## config.mk

```make
export PLATFORM = sky130hd
export DESIGN_NAME = axi_chn_tmout_mon_flat
export DESIGN_NICKNAME = d
export VERILOG_FILES = /design/src/rtl/axi_chn_tmout_mon_if.sv /design/src/rtl/axi_chn_tmout_mon.sv /design/src/flat_wrapper.sv
export SDC_FILE = /design/constraint.sdc
export NUM_CORES = 1
export LEC_CHECK = 0
export CAP_MARGIN = 20
export CORE_MARGIN = 8
export CORE_UTILIZATION = 50
export DETAILED_ROUTE_END_ITERATION = 8
export GPL_TIMING_DRIVEN = 0
export PLACE_DENSITY = 0.79
export SYNTH_ARGS = -nofsm -noshare
export SYNTH_HDL_FRONTEND = slang
export SYNTH_SLANG_ARGS = --single-unit
```

## constraint.sdc

```tcl
create_clock -name clks -period 8.99 [get_ports clks]
set_clock_uncertainty 0.15 [all_clocks]
set_input_delay 1.3485 -clock clks [delete_from_list [all_inputs] [get_ports clks]]
set_output_delay 1.3485 -clock clks [all_outputs]
set_load 0.02 [all_outputs]
```

## src/rtl/axi_chn_tmout_mon_if.sv

```systemverilog
// Per-channel valid/ready bundle observed by the channel timeout monitor.
interface axi_chn_tmout_mon_if #(
  parameter int unsigned CHN_NUM = 5
);
  logic [CHN_NUM-1:0] vld_in;
  logic [CHN_NUM-1:0] ready_in;

  modport master (output vld_in, output ready_in);
  modport slave  (input  vld_in, input  ready_in);
endinterface

```

## src/rtl/axi_chn_tmout_mon.sv

```systemverilog
// Per-channel valid/ready stall watchdog: flags channels stalled for longer than a
// configurable number of microseconds, with sticky status, irq and an event counter.
module axi_chn_tmout_mon #(
  parameter int unsigned CHN_NUM       = 5,
  parameter int unsigned TIMER_1US_CFG = 200,
  parameter int unsigned CNT_W         = 16
) (
  input  logic                      clks,
  input  logic                      reset,
  axi_chn_tmout_mon_if.slave        chn,
  input  logic [CNT_W-1:0]          reg_tmout_us_cfg,
  input  logic                      reg_tmout_en,
  input  logic [CHN_NUM-1:0]        reg_chn_mask,
  input  logic                      reg_sts_clr,
  output logic [CHN_NUM-1:0]        time_out,
  output logic [CHN_NUM-1:0]        tmout_sts,
  output logic                      tmout_irq,
  output logic [15:0]               tmout_evt_cnt
);

  localparam int unsigned PW = (TIMER_1US_CFG > 1) ? $clog2(TIMER_1US_CFG) : 1;
  localparam logic [PW-1:0] PRESC_MAX = PW'(TIMER_1US_CFG - 1);

  localparam logic [1:0] StIdle   = 2'd0;
  localparam logic [1:0] StWait   = 2'd1;
  localparam logic [1:0] StExpire = 2'd2;

  logic [1:0]         state_q   [CHN_NUM];
  logic [1:0]         state_d   [CHN_NUM];
  logic [PW-1:0]      presc_q   [CHN_NUM];
  logic [PW-1:0]      presc_d   [CHN_NUM];
  logic [PW-1:0]      presc_inc [CHN_NUM];
  logic [CNT_W-1:0]   us_q      [CHN_NUM];
  logic [CNT_W-1:0]   us_d      [CHN_NUM];
  logic [CNT_W-1:0]   us_inc    [CHN_NUM];

  logic [CHN_NUM-1:0] stall;
  logic [CHN_NUM-1:0] active;
  logic [CHN_NUM-1:0] time_out_q, time_out_d;
  logic [CHN_NUM-1:0] sts_q, sts_d;
  logic               irq_q;
  logic [15:0]        evt_q, evt_d;
  logic [16:0]        pop;
  logic [16:0]        evt_sum;

  assign stall  = chn.vld_in & ~chn.ready_in;
  assign active = {CHN_NUM{reg_tmout_en & (reg_tmout_us_cfg != '0)}} & ~reg_chn_mask;

  always_comb begin
    time_out_d = '0;
    for (int i = 0; i < CHN_NUM; i++) begin
      presc_inc[i] = (presc_q[i] == PRESC_MAX) ? '0 : presc_q[i] + PW'(1);
      // Microsecond count saturates rather than wrapping back below cfg.
      us_inc[i]    = (presc_q[i] == PRESC_MAX && us_q[i] != '1) ? us_q[i] + CNT_W'(1)
                                                                 : us_q[i];
      state_d[i]   = state_q[i];
      presc_d[i]   = presc_q[i];
      us_d[i]      = us_q[i];
      if (!active[i] || !stall[i]) begin
        state_d[i] = StIdle;
        presc_d[i] = '0;
        us_d[i]    = '0;
      end else begin
        case (state_q[i])
          StIdle: begin
            state_d[i] = StWait;
            presc_d[i] = PW'(1);
            us_d[i]    = '0;
          end
          StWait: begin
            presc_d[i] = presc_inc[i];
            us_d[i]    = us_inc[i];
            if (us_inc[i] >= reg_tmout_us_cfg) begin
              state_d[i]    = StExpire;
              time_out_d[i] = 1'b1;
            end
          end
          StExpire: ;
          default: begin
            state_d[i] = StIdle;
            presc_d[i] = '0;
            us_d[i]    = '0;
          end
        endcase
      end
    end
  end

  always_comb begin
    pop = '0;
    for (int i = 0; i < CHN_NUM; i++) begin
      pop = pop + 17'(time_out_q[i]);
    end
    evt_sum = {1'b0, evt_q} + pop;
    if (reg_sts_clr) begin
      evt_d = pop[15:0];
    end else begin
      evt_d = evt_sum[16] ? 16'hFFFF : evt_sum[15:0];
    end
    // A pulse arriving with the clear still lands in the status.
    sts_d = (reg_sts_clr ? '0 : sts_q) | time_out_q;
  end

  always_ff @(posedge clks or posedge reset) begin
    if (reset) begin
      for (int i = 0; i < CHN_NUM; i++) begin
        state_q[i] <= StIdle;
        presc_q[i] <= '0;
        us_q[i]    <= '0;
      end
      time_out_q <= '0;
      sts_q      <= '0;
      irq_q      <= 1'b0;
      evt_q      <= '0;
    end else begin
      for (int i = 0; i < CHN_NUM; i++) begin
        state_q[i] <= state_d[i];
        presc_q[i] <= presc_d[i];
        us_q[i]    <= us_d[i];
      end
      time_out_q <= time_out_d;
      sts_q      <= sts_d;
      irq_q      <= |sts_q;
      evt_q      <= evt_d;
    end
  end

  assign time_out      = time_out_q;
  assign tmout_sts     = sts_q;
  assign tmout_irq     = irq_q;
  assign tmout_evt_cnt = evt_q;

endmodule

```

## src/flat_wrapper.sv

```systemverilog
// flat-port wrapper written by rule: the top's interface ports become plain ports
module axi_chn_tmout_mon_flat 
#(
  parameter int unsigned CHN_NUM       = 5,
  parameter int unsigned TIMER_1US_CFG = 200,
  parameter int unsigned CNT_W         = 16
)
  (clks, reset, reg_tmout_us_cfg, reg_tmout_en, reg_chn_mask, reg_sts_clr, time_out, tmout_sts, tmout_irq, tmout_evt_cnt, chn_vld_in, chn_ready_in);
  axi_chn_tmout_mon_if #(.CHN_NUM(CHN_NUM)) chn_i ();
  input  logic clks;
  input  logic reset;
  input  logic [CNT_W-1:0] reg_tmout_us_cfg;
  input  logic reg_tmout_en;
  input  logic [CHN_NUM-1:0] reg_chn_mask;
  input  logic reg_sts_clr;
  output logic [CHN_NUM-1:0] time_out;
  output logic [CHN_NUM-1:0] tmout_sts;
  output logic tmout_irq;
  output logic [15:0] tmout_evt_cnt;
  input wire logic [$bits(chn_i.vld_in)-1:0] chn_vld_in;
  input wire logic [$bits(chn_i.ready_in)-1:0] chn_ready_in;
  assign chn_i.vld_in = chn_vld_in;
  assign chn_i.ready_in = chn_ready_in;
  axi_chn_tmout_mon #(.CHN_NUM(CHN_NUM), .TIMER_1US_CFG(TIMER_1US_CFG), .CNT_W(CNT_W)) u_core (.clks(clks), .reset(reset), .chn(chn_i), .reg_tmout_us_cfg(reg_tmout_us_cfg), .reg_tmout_en(reg_tmout_en), .reg_chn_mask(reg_chn_mask), .reg_sts_clr(reg_sts_clr), .time_out(time_out), .tmout_sts(tmout_sts), .tmout_irq(tmout_irq), .tmout_evt_cnt(tmout_evt_cnt));
endmodule
```

==> qor.yml, run 1 <==
critical_path:
  cp_max_fo: 10
  path_delay_family: "buffers and inverters"
  arrival_ns: 4.55
  rrSetupSlack_ns: 4.63
  path_buffers: 3
  crit_type: "in -> reg"
  r2r_cells: 12
  r2r-start: "u_core.presc_q[11]"
  path_cells: "clkdlybuf4s50_1 > or4_1 > o41ai_4 > buf_6 > buf_2 > nor3_1 > mux2i_1 > o21ai_0"
  worst-path-stages: 8
  cp-end-kind: "flop"
timing:
  finalCritPeriodShare_pct: 48.9
  worstMarginPinSlew_ns: 0.909
  fin_crit_ns: 4.40
  drv_slew: 0
  rsz0062_at_grt: "false"
  tns_ns: 0
  fin_ws_ns: 4.59
  holdWs_ns: 0.298
  max_freq_mhz: 227
floorplan:
  core_area_mm2: 0.0225
  ios: 62
  die_h_um: 167
  dieArea_mm2: 0.0278
  num_tap_cells: 285
  rows: 55
outcome:
  status: "finished, final reports clean"
hold_path:
  holdCritStartpoint: "u_core.state_q[1]"
  min_to: "u_core.state_q[0]"
  holdPathStages: 1
routing:
  dr_wl_met3_um: 1690
  dr.pass1.iters: 7
  first_iter_violations: 989
  via_count: 10400
  wl_met1_um: 13400
  wl_met2_um: 13900
logic_synthesis:
  synth_cells: 1286
  yosys_cells: 1286
  async_flop_share_pct: 100
  topCellsByArea: "dfrtp_1 (35%), ha_1 (10%), xnor2_1 (4.5%), a21oi_1 (3.8%), o21ai_0 (3.5%)"
  edf_count: 0
  synth.cell_area_mm2: 0.0114
  synth_flops: 157
  yosys_warnings: 0
  yosysMostFrequentCell: "dfrtp_1"
  yosys.cell_types.count: 71
  postSynthSeqShare_pct: 34.5
  avgSynthCellArea_um2: 8.85
  yosysChipArea_mm2: 0.0114
  ff_type: "dfrtp_1"
  fa_ha_area_share_pct: 11.0
  synth-xor-area-share_pct: 7.00
  logic_family: "simple AND/OR/NAND/NOR gates"
cells_and_area:
  utilization_pct: 57.7
  seq_cells: 157
  nMultiInputCombCells: 1014
  area.sequential_mm2: 0.00393
  non_clock_buffer_count: 113
  seq_share_pct: 30.3
  antenna_cells: 0
  final_cells: 1665
  layout_top_cells: "dfrtp_1 (157), ha_1 (95), a21oi_1 (86)"
pwr:
  p_leak_uw: 0.00570
  power.internal_uw: 1160
  p_seq_uw: 710
  fin_total_pwr_uw: 1550
  p_clk_share_pct: 48.7
  top_power_group: "clock"
  switching_share_pct: 25.2
  p_comb_share_pct: 5.5
clock_tree:
  root_buffer: "clkbuf_16"
  clock-sinks: 157
  cts_made_buffers: 17
  cts_setup_buffers: 0
  htreeDepth: 4
  clkTransAtPathRegs_ns: 0.07
  cts.path.max_buffers: 2
  cts_resized: 0
placement:
  dp_hpwl_um: 21700
  port_buffers: 61
global_routing:
  use_met3_pct: 3.57
  track_usage_pct: 21.1
  grt_pass1_vias: 9856
  use_met2_pct: 34.3
  grt-busiest-layer: "met2"
job:
  max_cap_viol_count: 0
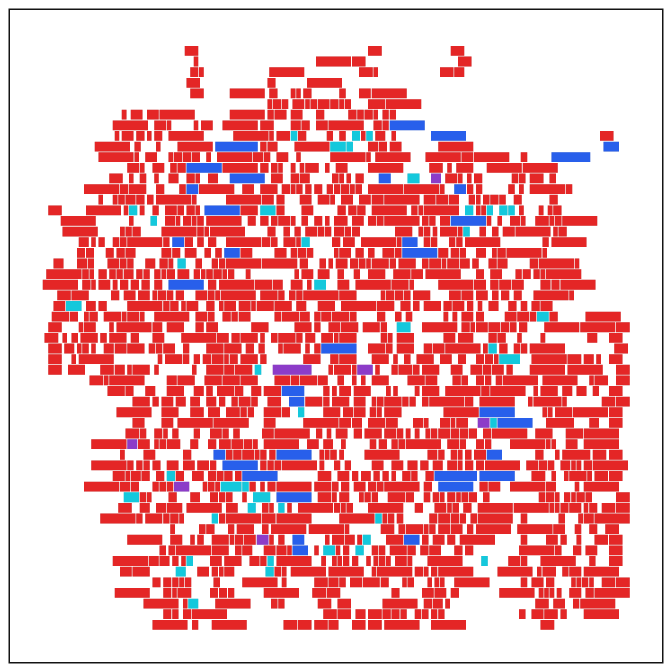
*Cells by drive strength, run 1*
[red] _0 and _1 cells | cells: 1296 | most used: dfrtp_1
[cyan] _2 cells | cells: 43 | most used: buf_2
[purple] _3 and _4 cells | cells: 7 | most used: or4_4
[blue] _6 and larger | cells: 34 | most used: clkbuf_16

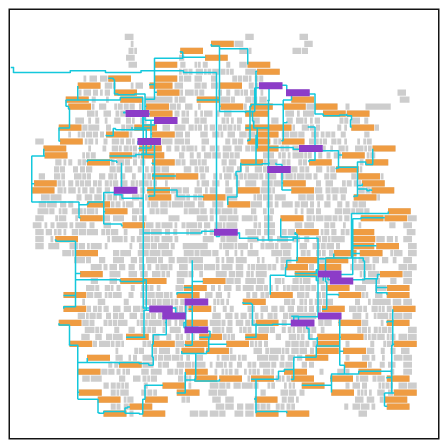
*Clock wires, drivers and flops, run 1*
[purple] clock drivers | count: 17
[orange] flip-flops | count: 157
[cyan] clock wires | length: 2220 µm
flops lie: widely spread
routed clock nets: 18

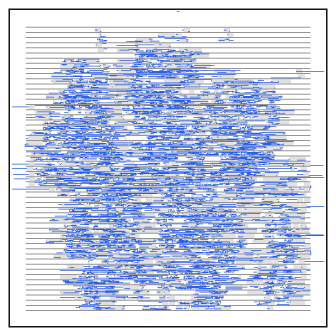
*M1 wires, run 1*
Supply wires on this layer in gray. Cells faint in the background.
longest straight run: 61.2 µm
main direction: horizontal
nets with wire on the layer: 1414
wire length on this layer: 13400 µm

==> run 1 -> run 2 <==
--- a/config.mk
+++ b/config.mk
@@ -10,7 +10,7 @@
 export CORE_UTILIZATION = 50
 export DETAILED_ROUTE_END_ITERATION = 8
 export GPL_TIMING_DRIVEN = 0
-export PLACE_DENSITY = 0.79
+export PLACE_DENSITY = 0.82
 export SYNTH_ARGS = -nofsm -noshare
 export SYNTH_HDL_FRONTEND = slang
 export SYNTH_SLANG_ARGS = --single-unit
==> constraint.sdc (replaced) <==
create_clock -name clks -period 3.9 [get_ports clks]
set_clock_uncertainty 0.15 [all_clocks]
set_input_delay 0.585 -clock clks [delete_from_list [all_inputs] [get_ports clks]]
set_output_delay 0.585 -clock clks [all_outputs]
set_load 0.02 [all_outputs]
==> qor.yml, run 2 <==
outcome:
  status: "finished, final reports clean"
logic_synthesis:
  synth_flops: 157
  postSynthSeqShare_pct: 34.5
  async_flop_share_pct: 100
  avgSynthCellArea_um2: 8.85
  ff_type: "dfrtp_1"
  topCellsByArea: "dfrtp_1 (35%), ha_1 (10%), xnor2_1 (4.5%), a21oi_1 (3.8%), o21ai_0 (3.5%)"
  synth.cell_area_mm2: 0.0114
  yosysChipArea_mm2: 0.0114
  yosys_warnings: 0
  edf_count: 0
  fa_ha_area_share_pct: 11.0
  yosys_cells: 1286
  logic_family: "simple AND/OR/NAND/NOR gates"
  synth-xor-area-share_pct: 7.00
  yosysMostFrequentCell: "dfrtp_1"
routing:
  wl_met1_um: 13000
  dr.pass1.iters: 5
  first_iter_violations: 984
  dr_wl_met3_um: 2120
  via_count: 10700
critical_path:
  r2r-start: "u_core.time_out[0]"
  cp-end-kind: "flop"
  path_cells: "ha_1 > inv_1 > fa_1 > inv_1 > ha_1 > fa_1 > inv_1 > fa_2 > nand2b_4 > a21o_4 > or3_4 > clkbuf_8 > a21oi_1"
  path_delay_family: "adder cells"
  path_buffers: 4
  worst-path-stages: 13
  cp_max_fo: 10
  rrSetupSlack_ns: 0.15
  worstSetupStartpoint: "u_core.time_out[0]"
  arrival_ns: 3.97
  r2r_cells: 13
timing:
  max_freq_mhz: 266
  fin_ws_ns: 0.145
  finalCritPeriodShare_pct: 96.3
  hold_violations: 0
  relSlewSlack_pct: 32.7
  worstMarginPinSlew_ns: 1.01
  drv_slew: 0
  holdWs_ns: 0.310
  setup-violations-final: 0
  fin_crit_ns: 3.75
floorplan:
  rows: 55
  ios: 62
  die_h_um: 167
  dieArea_mm2: 0.0278
  core_area_mm2: 0.0225
clock_tree:
  root_buffer: "clkbuf_16"
  cts_setup_buffers: 2
  htreeDepth: 4
  clkTransAtPathRegs_ns: 0.08
  cts_made_buffers: 17
  cts_resized: 31
  clock-sinks: 157
placement:
  port_buffers: 61
  dp_hpwl_um: 21900
hold_path:
  min_to: "u_core.state_q[4]"
  holdCritStartpoint: "u_core.state_q[5]"
cells_and_area:
  utilization_pct: 59.4
  nMultiInputCombCells: 1014
  antenna_cells: 0
  seq_cells: 157
  final_cells: 1675
  area.sequential_mm2: 0.00393
  non_clock_buffer_count: 123
  layout.cells.most_common: "dfrtp_1"
  seq_share_pct: 29.4
pwr:
  p_comb_share_pct: 5.7
  p_clk_share_pct: 49.4
  power.internal_uw: 2700
  p_leak_uw: 0.00583
  p_seq_uw: 1640
  switching_share_pct: 26.0
  top_power_group: "clock"
  fin_total_pwr_uw: 3640
global_routing:
  use_met2_pct: 36.0
  grt_pass1_vias: 10600
  grt-busiest-layer: "met2"
job:
  max_cap_viol_count: 0
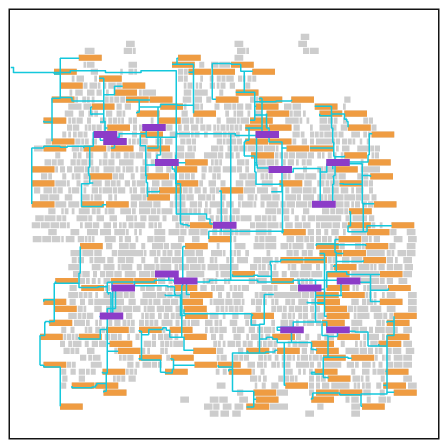
*Clock wires, drivers and flops, run 2*
[orange] flip-flops | count: 157
[cyan] clock wires | length: 2280 µm
[purple] clock drivers | count: 17
routed clock nets: 18
flops lie: widely spread

Power is estimated from default activity; no workload was simulated.
